## src/rtl/temp_bcd_encoder.sv

```systemverilog
// rtl/temp_bcd_encoder.sv - signed sample to sign-magnitude BCD with saturation and en strobe
module temp_bcd_encoder #(
    parameter int WIDTH = 11
) (
    input  logic             clk,
    input  logic             rst,
    input  logic [WIDTH-1:0] sample,
    input  logic             sample_valid,
    output logic             sample_ready,
    output logic [3:0]       temp_value_ones,
    output logic [3:0]       temp_value_tens,
    output logic [3:0]       temp_value_huns,
    output logic             temp_value_sign,
    output logic             en,
    output logic             sat
);

    typedef enum logic [1:0] {
        S_IDLE  = 2'd0,
        S_ABS   = 2'd1,
        S_SHIFT = 2'd2,
        S_DONE  = 2'd3
    } state_t;

    localparam logic [WIDTH:0] MAG_LIMIT = (WIDTH + 1)'(999);
    localparam logic [3:0]     LAST_BIT  = 4'd9;

    state_t           state_q;
    logic [WIDTH-1:0] sample_q;
    logic             neg_q;
    logic             nonzero_q;
    logic             sat_next_q;
    logic [9:0]       shreg_q;
    logic [11:0]      bcd_q;
    logic [3:0]       cnt_q;

    logic             ready_q;
    logic [3:0]       ones_q;
    logic [3:0]       tens_q;
    logic [3:0]       huns_q;
    logic             sign_q;
    logic             en_q;
    logic             sat_q;

    logic             sample_neg_d;
    logic [WIDTH:0]   sample_ext_d;
    logic [WIDTH:0]   mag_full_d;
    logic             over_d;
    logic [9:0]       mag_d;
    logic [11:0]      bcd_adj_d;
    logic [21:0]      shifted_d;

    // Magnitude of the latched sample; one extra bit so the most negative code negates cleanly.
    always_comb begin
        sample_neg_d = sample_q[WIDTH-1];
        sample_ext_d = {sample_q[WIDTH-1], sample_q};
        mag_full_d   = sample_neg_d ? (~sample_ext_d + 1'b1) : sample_ext_d;
        over_d       = (mag_full_d > MAG_LIMIT);
        mag_d        = over_d ? 10'd999 : mag_full_d[9:0];
    end

    // One double-dabble step: add 3 to every digit >= 5, then shift {bcd, shreg} left.
    always_comb begin
        bcd_adj_d = bcd_q;
        for (int i = 0; i < 3; i++) begin
            if (bcd_q[i*4 +: 4] >= 4'd5) begin
                bcd_adj_d[i*4 +: 4] = bcd_q[i*4 +: 4] + 4'd3;
            end
        end
        shifted_d = {bcd_adj_d, shreg_q} << 1;
    end

    // Conversion FSM and all registered outputs.
    always_ff @(posedge clk or negedge rst) begin
        if (!rst) begin
            state_q    <= S_IDLE;
            sample_q   <= '0;
            neg_q      <= 1'b0;
            nonzero_q  <= 1'b0;
            sat_next_q <= 1'b0;
            shreg_q    <= '0;
            bcd_q      <= '0;
            cnt_q      <= '0;
            ready_q    <= 1'b1;
            ones_q     <= '0;
            tens_q     <= '0;
            huns_q     <= '0;
            sign_q     <= 1'b0;
            en_q       <= 1'b0;
            sat_q      <= 1'b0;
        end else begin
            en_q <= 1'b0;
            case (state_q)
                S_IDLE: begin
                    if (sample_valid) begin
                        sample_q <= sample;
                        ready_q  <= 1'b0;
                        state_q  <= S_ABS;
                    end
                end
                S_ABS: begin
                    neg_q      <= sample_neg_d;
                    nonzero_q  <= (mag_d != 10'd0);
                    sat_next_q <= over_d;
                    shreg_q    <= mag_d;
                    bcd_q      <= '0;
                    cnt_q      <= '0;
                    state_q    <= S_SHIFT;
                end
                S_SHIFT: begin
                    bcd_q   <= shifted_d[21:10];
                    shreg_q <= shifted_d[9:0];
                    cnt_q   <= cnt_q + 4'd1;
                    if (cnt_q == LAST_BIT) begin
                        state_q <= S_DONE;
                    end
                end
                S_DONE: begin
                    huns_q  <= bcd_q[11:8];
                    tens_q  <= bcd_q[7:4];
                    ones_q  <= bcd_q[3:0];
                    sign_q  <= neg_q & nonzero_q;
                    sat_q   <= sat_next_q;
                    en_q    <= 1'b1;
                    ready_q <= 1'b1;
                    state_q <= S_IDLE;
                end
                default: begin
                    ready_q <= 1'b1;
                    state_q <= S_IDLE;
                end
            endcase
        end
    end

    assign sample_ready    = ready_q;
    assign temp_value_ones = ones_q;
    assign temp_value_tens = tens_q;
    assign temp_value_huns = huns_q;
    assign temp_value_sign = sign_q;
    assign en              = en_q;
    assign sat             = sat_q;

endmodule

```

## config.mk

```make
export PLATFORM = sky130hd
export DESIGN_NAME = temp_bcd_encoder
export DESIGN_NICKNAME = d
export VERILOG_FILES = /design/src/rtl/temp_bcd_encoder.sv
export SDC_FILE = /design/constraint.sdc
export NUM_CORES = 1
export LEC_CHECK = 0
export ABC_CLOCK_PERIOD_IN_PS = 4800
export CAP_MARGIN = 20
export CORE_MARGIN = 5
export CORE_UTILIZATION = 35
export DETAILED_ROUTE_END_ITERATION = 8
export PLACE_DENSITY = 0.55
export RECOVER_POWER = 100
export SYNTH_ARGS = -nofsm -noshare
export SYNTH_HDL_FRONTEND = slang
export SYNTH_SLANG_ARGS = --single-unit
export TNS_END_PERCENT = 20
```

## constraint.sdc

```tcl
create_clock -name clk -period 4.8 [get_ports clk]
set_input_delay 1.2 -clock clk [delete_from_list [all_inputs] [get_ports clk]]
set_output_delay 1.2 -clock clk [all_outputs]
set_load 0.01 [all_outputs]
```

clock_map.png
Drawn at 6 px/um.
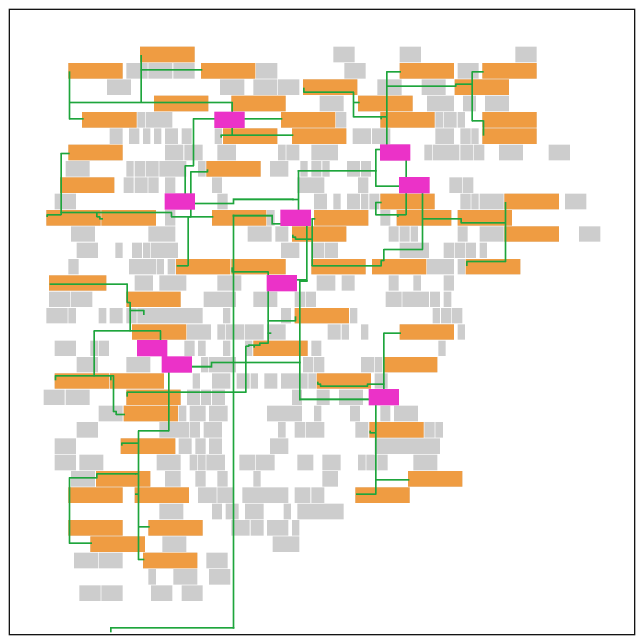
[flip-flops] orange | count: 58
[clock wires] green | length: 815 um
[cells driving clock nets] magenta | count: 9
routed clock nets: 10
power in the clock group: 0.000512 W
Clock power frac: 22.4%
Worst Clk Skew: 0.004554 ns

pdn.png
Drawn at 4 px/um. Pins as bars on the die edge.
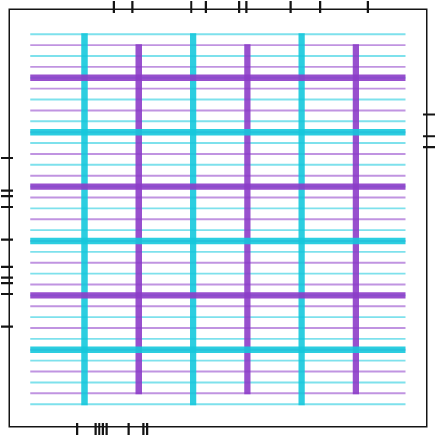
[VDD] purple
[VSS] cyan
met1 rails: 35
signal pins: 30
rows: 34
CORE AREA: 0.008678 sq mm
vertical extent of the die: 104.0 um

cell_classes.png
Drawn at 4 px/um. Fill, decap, tap and diode cells in gray.
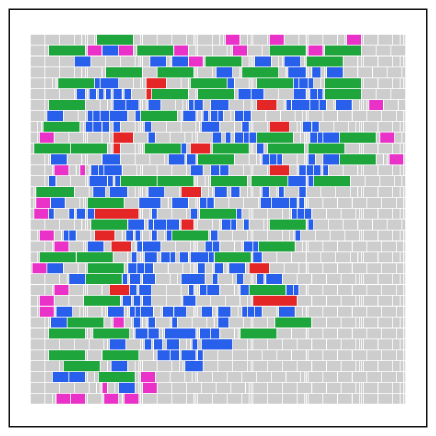
[all other logic] blue | cells: 219 | share of their area: 44%
[other buffers and delay cells] magenta | cells: 31 | share of their area: 8.4%
[flip-flops] green | cells: 58 | share of their area: 41%
[clock drivers and dummy loads] red | cells: 16 | share of their area: 6.5%
Post-Layout Inst Area: 0.003655 sq mm
register fraction of the total cell area: 39.75%
Placement Rows: 34
Finished Core Util: 42.11%

==> flow_metrics.rpt <==
=== SYNTHESIS / PLACE & ROUTE SUMMARY ===
----------------------------------------------------
[Finish]
  Tally of clock buffers in the finished layout ........................ 12
  Non-CTS buffers ........................ 31
  Tally of filler cells in the layout ........................ 878
  Flip-flop and latch area ........................ roughly 0.0015 sq mm
  Flip-flops ........................ about 58
  Layout clock area frac ........................ 6.265%
  Nonclk inv count ........................ 22

[Clocking]
  CTS Buf Count ........................ 9
  Count of instances resized after the clock tree is built ........................ 0
  Number of sinks driven by the clock tree ........................ about 58
  Maximum clock path buffer count ........................ 2
  Total of hold buffers inserted after clock tree synthesis ........................ 0

[Synth]
  Chip area in the Yosys report ........................ 0.003092 sq mm
  Dominant cell by count in the synthesized netlist ........................ sky130_fd_sc_hd__dfrtp_1
  Main area contributors ........................ sky130_fd_sc_hd__dfrtp_1, sky130_fd_sc_hd__mux2_2, sky130_fd_sc_hd__ha_1
  Number of storage elements in the synthesis netlist ........................ 58
  Post-synthesis cell type count ........................ 51
  Cell count in the Yosys report ........................ 293

[Detailed routing]
  DRC violation total after the first TritonRoute iteration ........................ 86
  Remaining antenna violation count ........................ 0
  Detailed-router iteration count before antenna repair ........................ 4
  Via density per instance ........................ 5.035

[Worst setup path]
  Reg-to-Reg Start ........................ state_q[0]$_DFFE_PN0P_
  Data arrival time of the critical path ........................ around 3.3 ns
  Reg2reg end ........................ bcd_q[4]$_DFFE_PN0P_
  Number of cell instances on the worst register-to-register path ........................ 5
  Worst setup path startpoint ........................ state_q[0]$_DFFE_PN0P_
  Critical Path End ........................ bcd_q[4]$_DFFE_PN0P_
  Number of stages on the worst setup path ........................ 5
  Required time reported for the critical path endpoint ........................ 5.03 ns
  Worst stage delay on the critical path ........................ 1.22 ns
  Number of buffers and inverters on the critical path ........................ 2

[Pwr]
  Worst vdd ir ........................ just under 0.5 mV
  Cell leakage power ........................ 1.586 nW
  Total power per unit cell area ........................ 624.3 mW/mm^2

[Final timing]
  Worst-case headroom to the max-slew limit ........................ -13.22%
  Setup TNS ........................ 0 ns
  Final number of max-transition violations ........................ 43
  Minimum clock period ........................ 3.078 ns

[Status]
  Run status ........................ finished with violations
  Violated checks ........................ capacitance limit, slew limit

[Hold path]
  WHS Path Cells ........................ 1

[Die]
  Die area ........................ 0.01081 sq mm
  Tap Count ........................ 108
  Ports ........................ 30

[Run]
  # Max-Cap Violations ........................ 1

[Global route]
  Initial antenna violation count ........................ 0
  Maximum number of pins on one net before global-route repair ........................ 52

[Placement]
  Count of port buffers added during placement ........................ 29

----------------------------------------------------
==> sequential cells by signal (all words and copies together), names as in the netlist, 2 cells and up <==
signal           cells
temp_value_huns      4
cnt_q                4
temp_value_ones      4
bcd_q               12
sample_q            11
shreg_q             10
temp_value_tens      4
state_q              2
==> routing by layer <==
layer  vias up  wire length (um)  global-route usage (%)
li1       1090                 -                       -
met3         5               194                   3.600
met4         0                88                   4.995
met5         -                 0                       0
met1      1052              2994                   16.08
met2        28              2635                   17.40
==> logic make-up after synthesis <==
kind of cell | count (synthesis) | synth area share [%]
AOI/OAI and AO/OA | 69 | 15.46
xor gates and xnor gates | 12 | 3.643
muxes | 31 | 11.37
DFF | 58 | 46.99
and+or+nand+nor | 72 | 12.34
adders and majority gates | 13 | 5.261
buffers and inverters | 38 | 4.937
==> through the flow <==
stage / std cells / setup slack (ns) / utilization (%)
finish: 432 / 1.722 / 42.11
global route: 432 / 1.368 / 42.11
CTS: 432 / 2.175 / 42.47
detailed placement: 416 / 2.231 / 39.84
global placement: 416 / 2.254 / 39.84
floorplan: 293 / 2.514 / -
==> placed cells by master, fill, tap and decap left out, drive strengths merged, types with 13 or more instances in the layout <==
cell | Yosys | final
dfrtp | 57 | 57
clkbuf | 11 | 14
nand2 | 15 | 15
a21oi | 13 | 13
inv | 22 | 22
o21ai | 27 | 27
nor2 | 16 | 16
ha | 13 | 13
dlygate4sd3 | 0 | 17
mux2 | 30 | 30
==> power breakdown <==
part           switching [W]  internal, W
Sequential          0.000155     0.000644
Clock               0.000191     0.000321
Combinational       0.000535     0.000436
Total               0.000881      0.00140
Power is estimated from default activity; no workload was simulated.
